`src/rtl/popcount_rr_arbiter_pkg.sv`:
```
// popcount_rr_arbiter_pkg: shared width helpers and defaults for the popcount arbiter
package popcount_rr_arbiter_pkg;
  localparam int TAG_DEPTH_DEF = 8;
  function automatic int id_width(input int n);
    return (n > 1) ? $clog2(n) : 1;
  endfunction
  function automatic int count_width(input int w);
    return $clog2(w) + 1;
  endfunction
endpackage

```
`src/rtl/bit_population_counter.sv`:
```
// bit_population_counter: counts ones in a word, result valid LATENCY cycles after data_val_i
module bit_population_counter
  import popcount_rr_arbiter_pkg::*;
#(
  parameter int WIDTH = 32,
  parameter int LATENCY = 1
) (
  input  logic                          clk_i,
  input  logic                          srst_i,
  input  logic [WIDTH-1:0]              data_i,
  input  logic                          data_val_i,
  output logic [count_width(WIDTH)-1:0] data_o,
  output logic                          data_val_o
);
  localparam int CW = count_width(WIDTH);
  logic [CW-1:0] ones;
  logic [CW-1:0] cnt_pipe [LATENCY];
  logic [LATENCY-1:0] val_pipe;
  always_comb begin
    ones = '0;
    for (int i = 0; i < WIDTH; i++) ones = ones + CW'(data_i[i]);
  end
  always_ff @(posedge clk_i) begin
    cnt_pipe[0] <= ones;
    val_pipe[0] <= srst_i ? 1'b0 : data_val_i;
    for (int i = 1; i < LATENCY; i++) begin
      cnt_pipe[i] <= cnt_pipe[i-1];
      val_pipe[i] <= srst_i ? 1'b0 : val_pipe[i-1];
    end
  end
  assign data_o = cnt_pipe[LATENCY-1];
  assign data_val_o = val_pipe[LATENCY-1];
endmodule

```
`src/rtl/popcount_rr_arbiter.sv`:
```
// popcount_rr_arbiter: round-robin arbiter feeding a shared popcounter, results tagged
// with the requester index through an in-order tag FIFO
module popcount_rr_arbiter
  import popcount_rr_arbiter_pkg::*;
#(
  parameter int WIDTH = 32,
  parameter int REQ_CNT = 4,
  parameter int TAG_DEPTH = TAG_DEPTH_DEF,
  parameter int CNT_LATENCY = 1
) (
  input  logic                             clk_i,
  input  logic                             srst_i,
  input  logic [REQ_CNT-1:0][WIDTH-1:0]    req_data_i,
  input  logic [REQ_CNT-1:0]               req_val_i,
  output logic [REQ_CNT-1:0]               req_ready_o,
  output logic [count_width(WIDTH)-1:0]    data_o,
  output logic [id_width(REQ_CNT)-1:0]     id_o,
  output logic                             data_val_o,
  output logic                             err_o
);
  localparam int IW = id_width(REQ_CNT);
  localparam int CW = count_width(WIDTH);
  localparam int AW = $clog2(TAG_DEPTH);
  localparam int NW = AW + 1;
  logic [IW-1:0] ptr, cand, gnt_idx;
  logic gnt_any, full, empty, xfer, pop;
  logic [WIDTH-1:0] word_q;
  logic word_val_q;
  logic [CW-1:0] cnt_data;
  logic cnt_val;
  logic [IW-1:0] tags [TAG_DEPTH];
  logic [AW-1:0] wr_ptr, rd_ptr;
  logic [NW-1:0] count;
  // descending scan so the valid requester closest to ptr wins
  always_comb begin
    gnt_idx = '0;
    gnt_any = 1'b0;
    cand = '0;
    for (int i = REQ_CNT - 1; i >= 0; i--) begin
      cand = IW'((int'(ptr) + i) % REQ_CNT);
      if (req_val_i[cand]) begin
        gnt_any = 1'b1;
        gnt_idx = cand;
      end
    end
  end
  // count never exceeds TAG_DEPTH (a power of two), so its MSB alone flags full
  assign full = count[AW];
  assign empty = (count == '0);
  assign req_ready_o = (gnt_any && !full && !srst_i) ? (REQ_CNT'(1) << gnt_idx) : '0;
  assign xfer = |req_ready_o;
  assign pop = cnt_val && !empty;
  always_ff @(posedge clk_i) begin
    if (xfer) begin
      word_q <= req_data_i[gnt_idx];
      tags[wr_ptr] <= gnt_idx;
    end
    if (srst_i) begin
      ptr <= '0;
      wr_ptr <= '0;
      rd_ptr <= '0;
      count <= '0;
      word_val_q <= 1'b0;
      data_o <= '0;
      id_o <= '0;
      data_val_o <= 1'b0;
      err_o <= 1'b0;
    end else begin
      word_val_q <= xfer;
      data_val_o <= pop;
      err_o <= err_o | (cnt_val & empty);
      count <= count + NW'(xfer) - NW'(pop);
      if (xfer) begin
        ptr <= (gnt_idx == IW'(REQ_CNT - 1)) ? '0 : gnt_idx + 1'b1;
        wr_ptr <= wr_ptr + 1'b1;
      end
      if (pop) begin
        rd_ptr <= rd_ptr + 1'b1;
        data_o <= cnt_data;
        id_o <= tags[rd_ptr];
      end
    end
  end
  bit_population_counter #(.WIDTH(WIDTH), .LATENCY(CNT_LATENCY)) u_cnt (
    .clk_i(clk_i),
    .srst_i(srst_i),
    .data_i(word_q),
    .data_val_i(word_val_q),
    .data_o(cnt_data),
    .data_val_o(cnt_val)
  );
endmodule

```
`config.mk`:
```
export PLATFORM = sky130hd
export DESIGN_NAME = popcount_rr_arbiter
export DESIGN_NICKNAME = d
export VERILOG_FILES = /design/src/rtl/popcount_rr_arbiter_pkg.sv /design/src/rtl/bit_population_counter.sv /design/src/rtl/popcount_rr_arbiter.sv
export SDC_FILE = /design/constraint.sdc
export NUM_CORES = 1
export LEC_CHECK = 0
export ABC_AREA = 0
export ABC_CLOCK_PERIOD_IN_PS = 8100
export CORE_AREA = 2 2 120 122
export CTS_CLUSTER_DIAMETER = 120
export DETAILED_ROUTE_END_ITERATION = 16
export DIE_AREA = 0 0 122 124
export PLACE_DENSITY = 0.73
export SLEW_MARGIN = 10
export SYNTH_ARGS = -nofsm -noshare
export SYNTH_HDL_FRONTEND = slang
export SYNTH_HIERARCHICAL = 1
export SYNTH_SLANG_ARGS = --single-unit
```
`constraint.sdc`:
```
create_clock -name clk_i -period 8.1 [get_ports clk_i]
set_input_delay 1.62 -clock clk_i [delete_from_list [all_inputs] [get_ports clk_i]]
set_output_delay 1.62 -clock clk_i [all_outputs]
set_load 0.02 [all_outputs]
```
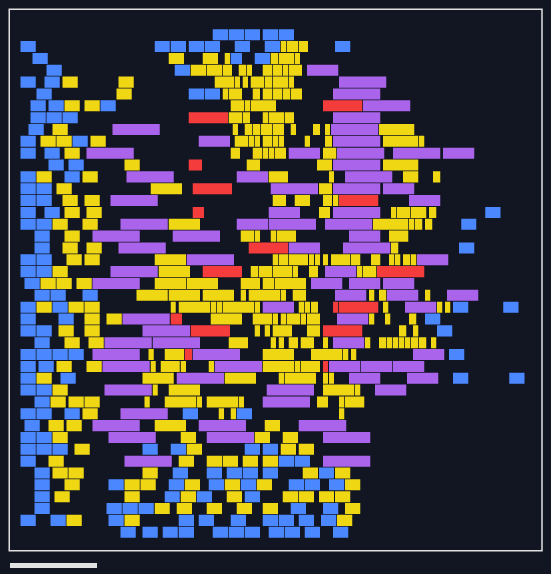
placement_by_type.png
The bar under the picture is 20 microns long.
legend:
  combinational and other logic:
    colour: yellow
    cells: 301
  sequential cells:
    colour: purple
    cells: 78
  remaining buffers and delay cells:
    colour: blue
    cells: 148
  clock drivers and dummy loads:
    colour: red
    cells: 16
final core occ: 48.3%
flop share of the area: 30.8%
Post-Layout Inst Area: 6630 sq um

==> impl_metrics.json <==
{
  "comb_area_share_pct": 36.6,
  "r2r_cells": 16,
  "yosysUniqueCellTypes": 42,
  "cts_buffers": 9,
  "inv_count": 45,
  "flop_cell": "edfxtp_1",
  "grt_max_degree": 65,
  "period_minus_slack_ps": 6040,
  "viasPerCell": 4.71,
  "async_reset_ff_share_pct": 0,
  "hpwl_microns": 7890,
  "buffers": 148,
  "rsz0062_at_grt": "no",
  "cts-resized-gates": 0,
  "grt_pass1_vias": 3578,
  "critPathLaunch": "srst_i",
  "die_h_microns": 124,
  "hold_path_end": "data_o[4]",
  "yosysTopAreaCellShare_pct": 30.1,
  "synth.logic.top_family": "multiplexers",
  "max_flop_register": "word_q",
  "r2r-end": "u_cnt/cnt_pipe[0][4]",
  "multi_input_comb_cells": 256,
  "maxSlewHeadroom_pct": 28.8,
  "hold_buffers": 0,
  "common_cells": "mux2i_1, edfxtp_1, inv_1, dfxtp_1, nand2_1",
  "outcome": "finished clean",
  "grt-ovfl-total": 0,
  "xor_share_pct": 1.28,
  "r2r_start": "word_q[0]",
  "cts_tree": "yes",
  "layout_top_cell": "clkdlybuf4s50_1",
  "drive_gt1_share_pct": 4.79,
  "met2_usage_pct": 25.6,
  "clock_path_buffers": 2,
  "taps": 180,
  "die_area_sq_um": 15100,
  "hold_path_class": "register to register",
  "cts_setup_buffers": 0,
  "hold_viol": 0,
  "fp_nets": 574,
  "clock_area_share_pct": 4.40,
  "tool_warnings": 26,
  "met3_wirelength_microns": 607,
  "fin_cells": 723,
  "drtPass1Iterations": 4,
  "fill_cells": 1208,
  "ant_nets": 0,
  "reg2reg_slack_ps": 3430,
  "critPathCapture": "req_ready_o[0]",
  "grtUsageMet3_pct": 2.66,
  "lay_top_cells": "clkdlybuf4s50_1, mux2i_1, edfxtp_1",
  "synth-compound-area-share_pct": 4.68,
  "flop_area_sq_um": 2040,
  "layout.nets": 712,
  "synth.largest_area_cell": "edfxtp_1",
  "clk_pin_slew_ps": 60,
  "portBuffers": 147,
  "area_leaders": "edfxtp_1, mux2i_1, dfxtp_1, fa_1, ha_1",
  "grt_antenna_before_repair": 0,
  "syn-instance-count": 400,
  "rows": 43,
  "gp_routability_congestion": 0.894,
  "busiest_layer": "met2",
  "cp-end-kind": "output port",
  "slew_violations": 0,
  "yosys_cells": 400,
  "synthAdderAreaFrac_pct": 14.4,
  "worstHoldStart": "u_cnt/cnt_pipe[0][4]",
  "highest_layer": "met4",
  "clock_buffer_count": 10,
  "top_regs": "word_q (32), tags (16)",
  "worst_slew_pin_slew_ps": 1070,
  "setup-violations-final": 0,
  "die_width_microns": 122,
  "wl_met1_microns": 3950,
  "dominant_cells": "combinational gates",
  "grt_first_pass_wirelength_microns": 16400,
  "largest_register_ffs": 32,
  "worstPathArrival_ps": 4420,
  "cts_max_level": 3,
  "yosys.stat.seqShare_pct": 42.7,
  "maxCapViolCount": 0,
  "yosysMostFrequentCell": "mux2i_1",
  "worst_hold_slack_ps": 436,
  "cts.sinks": 78,
  "area_growth_syn_to_layout_pct": 38.6,
  "simple_gate_share_pct": 7.71,
  "netlist_area_sq_um": 4790,
  "fmax_mhz": 166,
  "drc": 0,
  "root_buffer": "clkbuf_16",
  "yosysWarningCount": 6,
  "grt_use_met1_pct": 15.7,
  "clk_latency_ps": 330,
  "wl_met2_microns": 5190,
  "avgSynthCellArea_sq_um": 12.0,
  "hold_depth": 2,
  "fp_util_pct": 34.9,
  "diodes": 0,
  "critical_path_required_ps": 6480
}
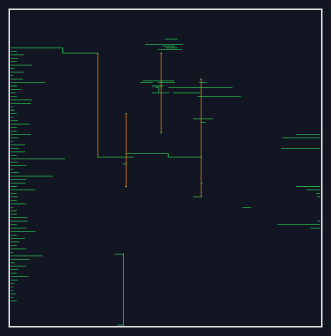
wires.png
Two of the layers only.
legend:
  metal 3:
    colour: green
    wire_length: 608 microns
  metal 4:
    colour: orange
    wire_length: 175 microns
DR vias: 3,402
total track usage: 13.8%
drt total wl: 9930 microns
WL/cell: 13.7 microns

-- through the flow --
| step | util [%] | area [sq um] | setup slack [ps] |
|---|---|---|---|
| after floorplan | - | 4790 | 3400 |
| after global placement | 46.2 | 6340 | 2200 |
| after detailed placement | 46.2 | 6340 | 2090 |
| after CTS | 48.3 | 6630 | 2080 |
| after global routing | 48.3 | 6630 | 1910 |
| final | 48.3 | 6630 | 2060 |
-- worst max-delay path, cell delays in order --
cell and delay (ps):
clkdlybuf4s50_1 880, nor3_1 990, nand2_1 180, nor2_1 140, clkdlybuf4s50_1 610
